met2.png
Scale: 6 px per micron.
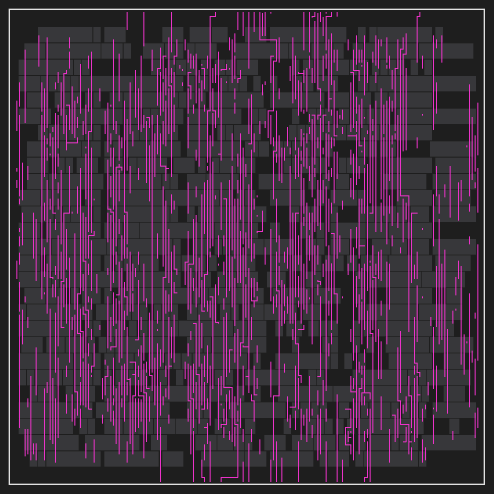
final_congestion.png
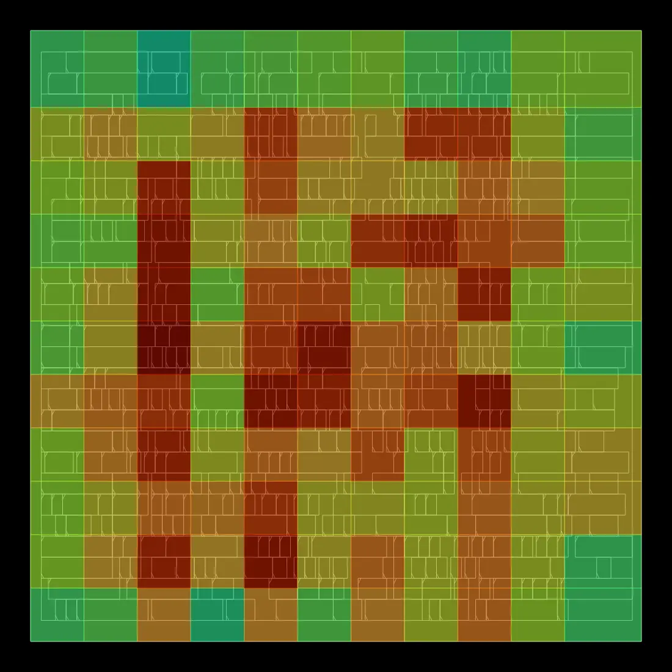
wire_density.png
Scale: 4 px per micron. 16 x 16 tiles, from dark blue (low) to red (high), scaled to the fullest tile. Values are wire area over tile area, all layers added.
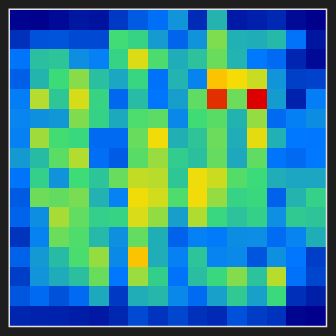
met3.png
Scale: 6 px per micron.
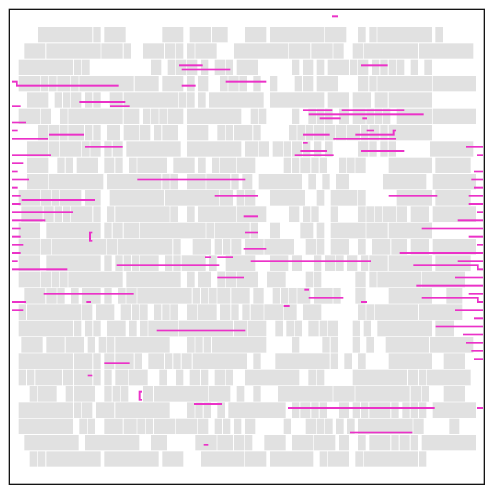
Design timer_ctrl, sky130hd; sources not shown.
==> results.sh <==
# flow metrics
export IMPL_outcome="complete, but fails checks"
export IMPL_failed_checks="setup timing"
export IMPL_top_cell="nand2_1"
export IMPL_period_used=1.04
export IMPL_avgSynthCellArea_sq_um=7.18
export IMPL_synth_cellmix_compoundShare=0.00961
export IMPL_clock_latency_ns=0.31
export IMPL_coreArea_sq_um=5610
export IMPL_cts_tree="yes"
export IMPL_netlist_area_leader_share=0.408
export IMPL_cts_setup_buffers=0
export IMPL_async_reset_ff_frac=1.00
export IMPL_power_leakage_nw=2.19
export IMPL_critPathArrivalTime_ns=2.09
export IMPL_first_pass_iters=5
export IMPL_netSwitchingFraction=0.388
export IMPL_nNonClkBuffers=88
export IMPL_rr_worst_depth=7
export IMPL_h_tree_depth=2
export IMPL_flops=53
export IMPL_die_w_microns=78.9
export IMPL_hp_class="in -> async"
export IMPL_path_max_fanout=3
export IMPL_synthCells=453
export IMPL_setup_slack_ns=-0.0901
export IMPL_p_per_area_nw_per_um2=613
export IMPL_place_congestion=0.900
export IMPL_synth_seq_share=0.408
export IMPL_worstSetupPathType="reg -> out"
export IMPL_critPathRequiredTime_ns=2.00
export IMPL_slowest_stage="dfrtp_1"
export IMPL_fin_hold_ws_ns=0.0878
export IMPL_antenna_cells=0
export IMPL_viasPerCell=5.44
export IMPL_grt_pass1_vias=3199
export IMPL_top_layer="met4"
export IMPL_critPathBufInv=2
export IMPL_largest_reg_flops=32
export IMPL_ys_cells=453
export IMPL_placed_area_sq_um=4350
export IMPL_routed_wl_met3_microns=485
export IMPL_inverters=43
export IMPL_drc=0
export IMPL_max_slew_margin=0.652
export IMPL_post_place_cells=599
export IMPL_drt_first_iter_violations=239
export IMPL_synth_adder_area_share=0.00769
export IMPL_final_seq_area_sq_um=1330
export IMPL_hold_buffers=0
export IMPL_drive_above_1_share=0.155
export IMPL_crit_top_cell="nand2_1"
export IMPL_skew_ns=0.00307
export IMPL_warnings=28
export IMPL_crit_family="simple AND/OR/NAND/NOR gates"
export IMPL_final_cell_area_sq_um=4590
export IMPL_rows=27
export IMPL_intPower_w=0.00172
export IMPL_max_stage_delay_ns=0.42
export IMPL_area_growth_pct=41.0
export IMPL_fin_cells=607
export IMPL_maxCapViolations=0
export IMPL_layout_top_cell="nand2_1"
export IMPL_clkPwrFrac=0.216
export IMPL_p_total_w=0.00281
export IMPL_hold_viol=0
export IMPL_crit_path_start_kind="flip-flop"
export IMPL_layout_top_cells="nand2_1, nand3_1, nor2_1, dfrtp_1, clkdlybuf4s50_1"
export IMPL_cp_num_cells=8
export IMPL_mux_share=0
export IMPL_p_switching_w=0.00109
export IMPL_gr_usage_met1=0.378
export IMPL_dominant_cells="multi-input combinational cells"
export IMPL_num_nets_final=583
export IMPL_grt_pass1_wl_microns=14800
export IMPL_crit_chain="inv_2 -> nand3_1 -> nor2_1 -> nand2_1 -> nor2_1 -> nand2_1 -> nand2_1 -> buf_12"
export IMPL_synth_distinct_cells=29
export IMPL_synth_largest_area_cell="dfrtp_1"
export IMPL_topCombFamilyByArea="simple AND/OR/NAND/NOR gates"
export IMPL_cts_resized=5
export IMPL_cts_sinks=53
export IMPL_wl_met2_microns=4610
export IMPL_grt_max_degree=43
export IMPL_fp_nets=502
export IMPL_rsz0062_at_grt="yes"
export IMPL_tightest_slew_ns=0.520
export IMPL_period_needed_ns=2.59
export IMPL_pwr_share_comb=0.411
export IMPL_clockBufferDepth=2
export IMPL_ys_sh_simple=0.396
export IMPL_drtAntennaViolNets=0
export IMPL_fp_util=0.580
export IMPL_ir_worst_vdd_mv=0.394
export IMPL_setup_violations=1
export IMPL_ys_top_cells_by_area="dfrtp_1, nand2_1, nand3_1"
export IMPL_finalSetupTns_ns=-0.0901
export IMPL_fill_cells=353
export IMPL_logic_area_sq_um=1790
export IMPL_multi_input_comb_cells=343
export IMPL_antenna_found_initial=0
export IMPL_die_area_sq_um=6230
export IMPL_p_seq_frac=0.374
export IMPL_reg2reg_slack_ns=0.93
export IMPL_comb_area_frac=0.391
export IMPL_globalRoute_totalOverflow=0
export IMPL_ys_sh_xor=0.0996
export IMPL_numPortBuffers=82
export IMPL_top_cells_by_count="nand2_1, nand3_1, nor2_1, dfrtp_1, inv_1"
export IMPL_ys_warnings_count=0
export IMPL_cts_buffers=5
export IMPL_nClkBuffers=5
export IMPL_syn_cell_area_sq_um=3250
export IMPL_edf_count=0
export IMPL_clk_pin_slew_ns=0.10
export IMPL_die_h_microns=78.9
export IMPL_clockRootBuffer="clkbuf_8"
export IMPL_fin_util=0.818
export IMPL_dp_hpwl_microns=7190
export IMPL_synth_flops=53
export IMPL_well_tap_count=72
export IMPL_cp_end_kind="output port"
export IMPL_dpl_worst_slack_ns=0.245
export IMPL_ios=84
export IMPL_finalMaxSlewViolations=0
export IMPL_sh_seq_area=0.289
export IMPL_nonClkBufAreaFrac=0.239
export IMPL_clock_fmax_mhz=386
export IMPL_yosys_area_sq_um=3250
export IMPL_dominantRegCellSynth="dfrtp_1"
export IMPL_clk_share=0.0254
export IMPL_met1_length_microns=3830
Back to the opening pictures, met2.png:
The layer holds 50% of the routed length. 494 nets have wire on it.
final wirelength: 9220 microns
M2 GR Usage: 0.546
vias post-DR: 3,305

Back to the opening pictures, final_congestion.png:
Top Usage Layer GRT: met2
grt met3 use: 0.0494
Total GRT Usage: 0.308

Back to the opening pictures, wire_density.png:
The mean over all tiles is 0.24. 2.0% of the tiles are nearly empty. The densest ninth of the die: middle. The fullest tile reaches 0.66. 25% of the tiles are over half the peak.
WL/cell: 15.2 microns

Back to the opening pictures, met3.png:
The layer carries 485 microns of wire. The layer holds 5.3% of the routed length. The wires run mostly horizontal. The longest straight run is 24.2 microns. 84 nets have wire on it.

## cells by family (layout without fill, tap and decap cells)
group	after synthesis	after routing
flops	53	53
xor+xnor	37	37
compound gates	5	5
fa+ha+maj	2	2
other cells	1	1
buf+inv	57	139
simple gates	298	298
## power by group through the flow
stage / sequential [W] / combinational [W] / clock [W]
6_report: 0.00105 / 0.00116 / 0.000607
5_1_grt: 0.00106 / 0.00123 / 0.000645
4_1_cts: 0.00104 / 0.00112 / 0.000612
3_5_place_dp: 0.00106 / 0.00111 / 0
3_3_place_gp: 0.00105 / 0.00110 / 0
2_1_floorplan: 0.00103 / 0.000637 / 0
Power figures rest on the tool's default switching activity, not on a simulated workload.
